==> images/flops_by_reg.png <==
Other sequential cells in the stronger gray, the rest of the logic in the fainter gray.
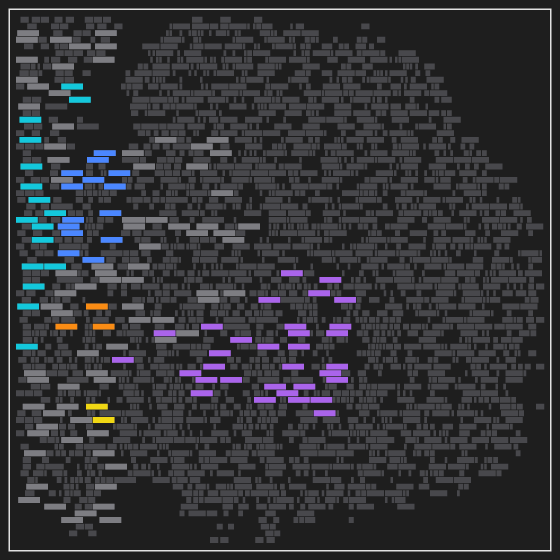
==> images/logic_types.png <==
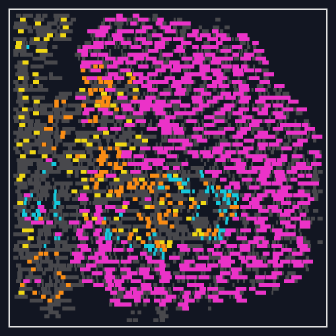
==> images/clocks.png <==
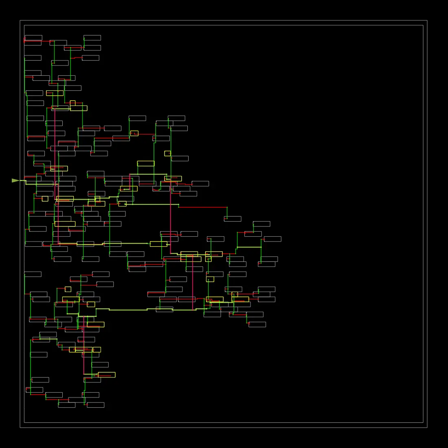
==> images/clk_routes.png <==
The bar under the picture is 50 µm long.
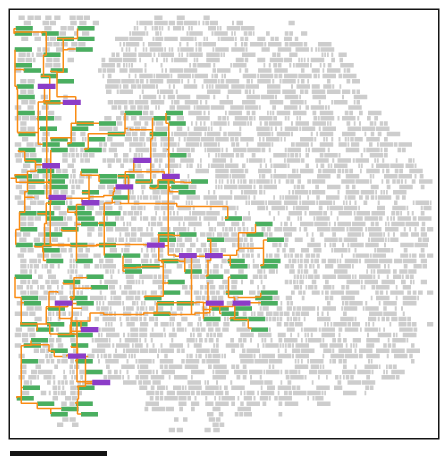
==> images/placement_by_type.png <==
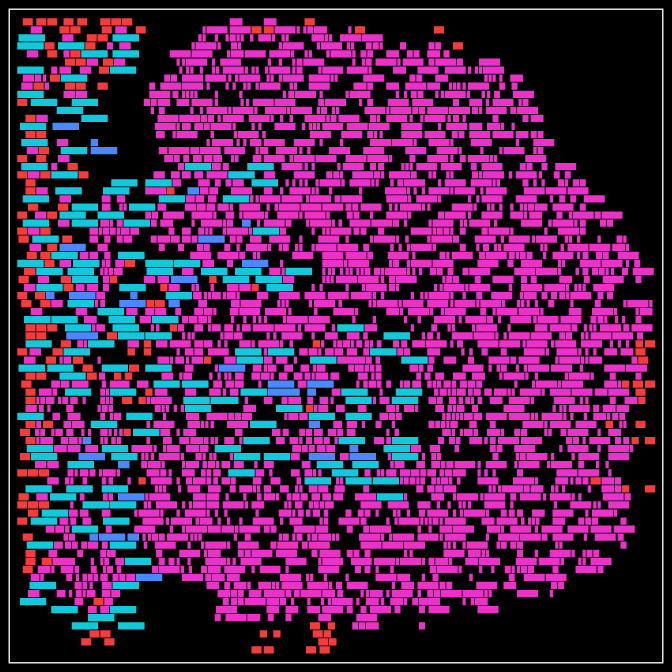
**src/rtl/matmul_self_check_pkg.sv**
```systemverilog
// Shared definitions for the matrix-multiply self-checker: FSM state
// encoding, data-memory base addresses and a constant clog2 helper.
package matmul_self_check_pkg;

    // state  | meaning
    // IDLE   | counting towards timeout, waiting for done rising edge
    // ADDR_A | read matrix1[i][k]
    // ADDR_B | capture a, read matrix2[k][j]
    // ACC    | acc += a * matrix2[k][j]
    // ADDR_C | read result[i][j]
    // CMP    | compare result against acc, advance i/j
    // FINISH | results published; left only through reset
    typedef enum logic [2:0] {
        IDLE   = 3'd0,
        ADDR_A = 3'd1,
        ADDR_B = 3'd2,
        ACC    = 3'd3,
        ADDR_C = 3'd4,
        CMP    = 3'd5,
        FINISH = 3'd6
    } state_t;

    function automatic int clog2(input int value);
        int r;
        r = 0;
        for (int v = value - 1; v > 0; v = v >> 1) begin
            r = r + 1;
        end
        return r;
    endfunction

    function automatic int base_a();
        return 0;
    endfunction

    function automatic int base_b(input int m, input int n);
        return m * n;
    endfunction

    function automatic int base_c(input int m, input int n, input int n2);
        return m * n + n * n2;
    endfunction

endpackage

```
**src/rtl/matmul_self_check_mac.sv**
```systemverilog
// DW-bit multiply-accumulate with synchronous clear and enable.
// Ports: clk_sys/rst_n clock and async active-low reset; clr zeroes the
// accumulator (wins over en); en adds a*b; acc is the registered sum.
// The product is kept to DW bits: the low DW bits of a two's-complement
// product are identical for signed and unsigned operands, so the result
// matches modulo-2^DW CPU arithmetic without a sign-extended multiplier.
module matmul_mac #(
    parameter int DW = 32
) (
    input  logic          clk_sys,
    input  logic          rst_n,
    input  logic          clr,
    input  logic          en,
    input  logic [DW-1:0] a,
    input  logic [DW-1:0] b,
    output logic [DW-1:0] acc
);

    logic [DW-1:0] acc_q;
    logic [DW-1:0] acc_d;
    logic [DW-1:0] prod;

    always_comb begin
        prod  = a * b;
        acc_d = acc_q;
        if (clr) begin
            acc_d = '0;
        end else if (en) begin
            acc_d = acc_q + prod;
        end
    end

    always_ff @(posedge clk_sys or negedge rst_n) begin
        if (!rst_n) begin
            acc_q <= '0;
        end else begin
            acc_q <= acc_d;
        end
    end

    assign acc = acc_q;

endmodule

```
**src/rtl/matmul_self_check.sv**
```systemverilog
// On-chip checker for the RISCVCPU matrix-multiply program. Waits for the
// done rising edge (or a cycle timeout), latches the CPU counters, then
// re-reads matrix1/matrix2/result from data memory, recomputes every
// element with a MAC and reports pass/fail, mismatch count and first bad
// element.
// Ports: CLOCK_50/rst_n clock and async active-low reset; done,
// clock_count, instr_cnt from the CPU; mem_rd_en/mem_addr/mem_rd_data
// data-memory read port (1-cycle latency); busy, check_done, pass,
// timeout, no_instr, mismatch_cnt, first_bad_row/col, cycles_latched and
// instr_latched are the results.
module matmul_self_check
    import matmul_self_check_pkg::*;
#(
    parameter int M       = 2,
    parameter int N       = 4,
    parameter int N2      = 2,
    parameter int DW      = 32,
    parameter int TIMEOUT = 5000,
    parameter int AW      = clog2(M*N + N*N2 + M*N2)
) (
    input  logic                CLOCK_50,
    input  logic                rst_n,
    input  logic                done,
    input  logic [15:0]         clock_count,
    input  logic [15:0]         instr_cnt,
    output logic                mem_rd_en,
    output logic [AW-1:0]       mem_addr,
    input  logic [DW-1:0]       mem_rd_data,
    output logic                busy,
    output logic                check_done,
    output logic                pass,
    output logic                timeout,
    output logic                no_instr,
    output logic [15:0]         mismatch_cnt,
    output logic [clog2(M):0]   first_bad_row,
    output logic [clog2(N2):0]  first_bad_col,
    output logic [15:0]         cycles_latched,
    output logic [15:0]         instr_latched
);

    localparam int RW = clog2(M) + 1;
    localparam int CW = clog2(N2) + 1;
    localparam int KW = clog2(N) + 1;
    localparam int TW = clog2(TIMEOUT) + 1;

    state_t          state_q, state_d;
    logic            done_q;
    logic [TW-1:0]   tmo_cnt_q, tmo_cnt_d;
    logic [RW-1:0]   i_q, i_d;
    logic [CW-1:0]   j_q, j_d;
    logic [KW-1:0]   k_q, k_d;
    logic [DW-1:0]   a_q, a_d;
    logic [15:0]     mismatch_cnt_q, mismatch_cnt_d;
    logic [RW-1:0]   first_bad_row_q, first_bad_row_d;
    logic [CW-1:0]   first_bad_col_q, first_bad_col_d;
    logic [15:0]     cycles_latched_q, cycles_latched_d;
    logic [15:0]     instr_latched_q, instr_latched_d;
    logic            timeout_q, timeout_d;
    logic            no_instr_q, no_instr_d;
    logic            res_valid_q, res_valid_d;
    logic            check_done_q, check_done_d;
    logic            pass_q, pass_d;
    logic            done_rise;
    logic            mac_clr;
    logic            mac_en;
    logic [DW-1:0]   mac_acc;

    matmul_mac #(.DW(DW)) u_mac (
        .clk_sys (CLOCK_50),
        .rst_n   (rst_n),
        .clr     (mac_clr),
        .en      (mac_en),
        .a       (a_q),
        .b       (mem_rd_data),
        .acc     (mac_acc)
    );

    always_comb begin
        state_d          = state_q;
        tmo_cnt_d        = tmo_cnt_q;
        i_d              = i_q;
        j_d              = j_q;
        k_d              = k_q;
        a_d              = a_q;
        mismatch_cnt_d   = mismatch_cnt_q;
        first_bad_row_d  = first_bad_row_q;
        first_bad_col_d  = first_bad_col_q;
        cycles_latched_d = cycles_latched_q;
        instr_latched_d  = instr_latched_q;
        timeout_d        = timeout_q;
        no_instr_d       = no_instr_q;
        mem_rd_en        = 1'b0;
        mem_addr         = '0;
        mac_clr          = 1'b0;
        mac_en           = 1'b0;
        done_rise        = done && !done_q;

        case (state_q)
            IDLE: begin
                tmo_cnt_d = tmo_cnt_q + TW'(1);
                // A done edge in the expiry cycle wins, so timeout stays clear.
                if (done_rise || tmo_cnt_q == TW'(TIMEOUT - 1)) begin
                    cycles_latched_d = clock_count;
                    instr_latched_d  = instr_cnt;
                    no_instr_d       = (instr_cnt == 16'd0);
                    timeout_d        = !done_rise;
                    i_d              = '0;
                    j_d              = '0;
                    k_d              = '0;
                    mac_clr          = 1'b1;
                    state_d          = ADDR_A;
                end
            end
            ADDR_A: begin
                mem_rd_en = 1'b1;
                mem_addr  = AW'(base_a() + int'(i_q) * N + int'(k_q));
                state_d   = ADDR_B;
            end
            ADDR_B: begin
                a_d       = mem_rd_data;
                mem_rd_en = 1'b1;
                mem_addr  = AW'(base_b(M, N) + int'(k_q) * N2 + int'(j_q));
                state_d   = ACC;
            end
            ACC: begin
                mac_en = 1'b1;
                if (k_q == KW'(N - 1)) begin
                    k_d     = '0;
                    state_d = ADDR_C;
                end else begin
                    k_d     = k_q + KW'(1);
                    state_d = ADDR_A;
                end
            end
            ADDR_C: begin
                mem_rd_en = 1'b1;
                mem_addr  = AW'(base_c(M, N, N2) + int'(i_q) * N2 + int'(j_q));
                state_d   = CMP;
            end
            CMP: begin
                if (mem_rd_data != mac_acc) begin
                    // The count never wraps, so zero still means "no mismatch yet".
                    if (mismatch_cnt_q == 16'd0) begin
                        first_bad_row_d = i_q;
                        first_bad_col_d = j_q;
                    end
                    if (mismatch_cnt_q != 16'hFFFF) begin
                        mismatch_cnt_d = mismatch_cnt_q + 16'd1;
                    end
                end
                mac_clr = 1'b1;
                if (j_q == CW'(N2 - 1)) begin
                    j_d = '0;
                    i_d = i_q + RW'(1);
                end else begin
                    j_d = j_q + CW'(1);
                end
                if (i_q == RW'(M - 1) && j_q == CW'(N2 - 1)) begin
                    state_d = FINISH;
                end else begin
                    state_d = ADDR_A;
                end
            end
            FINISH: begin
            end
            default: begin
                state_d = IDLE;
            end
        endcase

        // FINISH -> res_valid -> check_done/pass: results are published from
        // settled registered counts, two edges after the last compare.
        res_valid_d  = (state_q == FINISH);
        check_done_d = res_valid_q;
        pass_d       = res_valid_q && (mismatch_cnt_q == 16'd0) && !timeout_q;
    end

    always_ff @(posedge CLOCK_50 or negedge rst_n) begin
        if (!rst_n) begin
            state_q          <= IDLE;
            done_q           <= 1'b0;
            tmo_cnt_q        <= '0;
            i_q              <= '0;
            j_q              <= '0;
            k_q              <= '0;
            a_q              <= '0;
            mismatch_cnt_q   <= '0;
            first_bad_row_q  <= '0;
            first_bad_col_q  <= '0;
            cycles_latched_q <= '0;
            instr_latched_q  <= '0;
            timeout_q        <= 1'b0;
            no_instr_q       <= 1'b0;
            res_valid_q      <= 1'b0;
            check_done_q     <= 1'b0;
            pass_q           <= 1'b0;
        end else begin
            state_q          <= state_d;
            done_q           <= done;
            tmo_cnt_q        <= tmo_cnt_d;
            i_q              <= i_d;
            j_q              <= j_d;
            k_q              <= k_d;
            a_q              <= a_d;
            mismatch_cnt_q   <= mismatch_cnt_d;
            first_bad_row_q  <= first_bad_row_d;
            first_bad_col_q  <= first_bad_col_d;
            cycles_latched_q <= cycles_latched_d;
            instr_latched_q  <= instr_latched_d;
            timeout_q        <= timeout_d;
            no_instr_q       <= no_instr_d;
            res_valid_q      <= res_valid_d;
            check_done_q     <= check_done_d;
            pass_q           <= pass_d;
        end
    end

    assign busy           = (state_q != IDLE) && (state_q != FINISH);
    assign check_done     = check_done_q;
    assign pass           = pass_q;
    assign timeout        = timeout_q;
    assign no_instr       = no_instr_q;
    assign mismatch_cnt   = mismatch_cnt_q;
    assign first_bad_row  = first_bad_row_q;
    assign first_bad_col  = first_bad_col_q;
    assign cycles_latched = cycles_latched_q;
    assign instr_latched  = instr_latched_q;

endmodule

```
**config.mk**
```make
export PLATFORM = sky130hd
export DESIGN_NAME = matmul_self_check
export DESIGN_NICKNAME = d
export VERILOG_FILES = /design/src/rtl/matmul_self_check_pkg.sv /design/src/rtl/matmul_self_check_mac.sv /design/src/rtl/matmul_self_check.sv
export SDC_FILE = /design/constraint.sdc
export NUM_CORES = 1
export LEC_CHECK = 0
export CORE_MARGIN = 2
export CORE_UTILIZATION = 50
export DETAILED_ROUTE_END_ITERATION = 6
export PLACE_DENSITY = 0.66
export SYNTH_ARGS = -nofsm -noshare
export SYNTH_HDL_FRONTEND = slang
export SYNTH_HIERARCHICAL = 1
export SYNTH_SLANG_ARGS = --single-unit
```
**constraint.sdc**
```tcl
create_clock -name CLOCK_50 -period 14.9 [get_ports CLOCK_50]
set_input_delay 2.98 -clock CLOCK_50 [delete_from_list [all_inputs] [get_ports CLOCK_50]]
set_output_delay 2.98 -clock CLOCK_50 [all_outputs]
set_load 0.01 [all_outputs]
```
==> reports/results.tsv <==
stage	metric	value	unit
final_timing	setup violators final	0	
layout	Seq area share	14.2	%
layout	Non-clock buffers	159	
critical_path	family with the most delay on the worst path	adder cells	
critical_path	WP data arrival	10.69	ns
drt	DR pass1 iterations	5	
yosys	synth cell count leaders	501 x inv_1, 438 x fa_1, 319 x and2_1	
run_status	run status	complete, no violations	
grt	first-pass GRT wire length	101000	µm
clock_network	CTS tree	done	
placed_design	Placed Instances	3073	
drt	drt first-iter violations	873	
final_timing	final setup TNS	0	ns
floorplan	Well Taps	607	
floorplan	Die Height	220	µm
grt	met2 Use GR	46.5	%
critical_path	crit-path most repeated cell	fa_1	
yosys	Async S/R FF share, synth	100	%
final_timing	Max Freq	96.3	MHz
grt	vias in the first global route	18600	
final_timing	slew of the pin with the lowest slew margin	1.30	ns
yosys	Synth top cell by count	inv_1	
drt	routed vias	16700	
drt	Met1 Wirelength	26400	µm
critical_path	Worst R2R Setup Slack	7.21	ns
placed_design	Final HPWL DP	45500	µm
yosys	count of library flops with an enable pin	0	
clock_network	htree depth	4	
placed_design	routability cong.	0.902	
floorplan	die area	0.0485	mm²
layout	clock buffer count	17	
critical_path	Worst Setup SP	mem_rd_data[6]	
critical_path	critical-path cell list	clkdlybuf4s50_1, and2_1, fa_1, fa_1, fa_1, inv_1, fa_1, inv_1, fa_1, fa_1, fa_1, inv_1, fa_1, inv_1, ha_1, a21o_1, a211oi_1, o21bai_1, o21bai_1, nand2_1, o21a_1, or2_1, xnor2_1, o22ai_1	
yosys	yosys warns	6	
yosys	fraction of the mapped netlist area in adder cells	44.7	%
drt	vias per cell	5.37	
flow_run	Max-cap violations	0	
critical_path	Critical Path Sink	u_mac/acc[26]	
critical_path	critical path class	input port to flop	
layout	Flop area	0.00366	mm²
yosys	Yosys chip area	0.0234	mm²
drt	max layer used	met5	
layout	top cell category	logic gates	
yosys	Top cells by area	fa_1 38%, dfrtp_1 16%, and2_1 8.5%	
clock_network	hold buffers post-CTS	0	
yosys	Yosys reg bits	146	
clock_network	Clk pin slew, worst setup/hold paths	0.07	ns
layout	Commonest Layout Cell	inv_1	
yosys	AND/OR/NAND/NOR Cells, Area Fraction	16.9	%
yosys	Dominant flop cell	dfrtp_1	
min_path	Worst Hold Path EP	check_done	
final_timing	final slew viol count	0	
Back to the opening pictures, flops_by_reg.png:
Purple shows u_mac/acc, flops 32. Orange shows state_q, flops 3. Yellow shows i_q, flops 2. Blue shows tmo_cnt_q, flops 14. Cyan shows cycles_latched, flops 16.
Another 79 sequential cells are not colored.

Back to the opening pictures, logic_types.png:
Orange shows xor and xnor cells, cells 147, most used xnor2_1. Magenta shows fa/ha/maj cells, cells 573, most used fa_1. Yellow shows mux cells, cells 91, most used mux2_2. Cyan shows aoi and oai cells, cells 90, most used o21ai_0.

Back to the opening pictures, clocks.png:
Latency at later pin: 0.44 ns
clk_skew: 0.0100 ns
Seq cells: 146

Back to the opening pictures, clk_routes.png:
Green shows flip-flops, count 146. Purple shows clock drivers, count 17. Orange shows clock wires, length 2,080 µm.
There are 18 routed clock nets.

Back to the opening pictures, placement_by_type.png:
Cyan shows sequential cells, cells 146, share of their area 15%. Blue shows clock drivers and dummy loads, cells 32, share of their area 2.4%. Red shows remaining buffers and delay cells, cells 159, share of their area 6.1%. Magenta shows combinational and other logic, cells 2,161, share of their area 77%.

==> metrics by stage <==
step           cell area, µm²  hold slack, ns  setup WS, ns  util (%)
2_1_floorplan           23400           0.346          5.53         -
3_3_place_gp            25200           0.357          4.22      54.3
3_5_place_dp            25200           0.361          4.12      54.3
4_1_cts                 25800           0.371          4.56      55.6
5_1_grt                 25800           0.399          4.19      55.6
6_report                25800           0.369          4.51      55.6
==> sequential cells by signal, indices dropped and copies added (netlist names), 3 cells and up <==
register / count
state_q: 3
u_mac/acc: 32
tmo_cnt_q: 14
mismatch_cnt: 16
instr_latched: 16
cycles_latched: 16
a_q: 32
k_q: 3
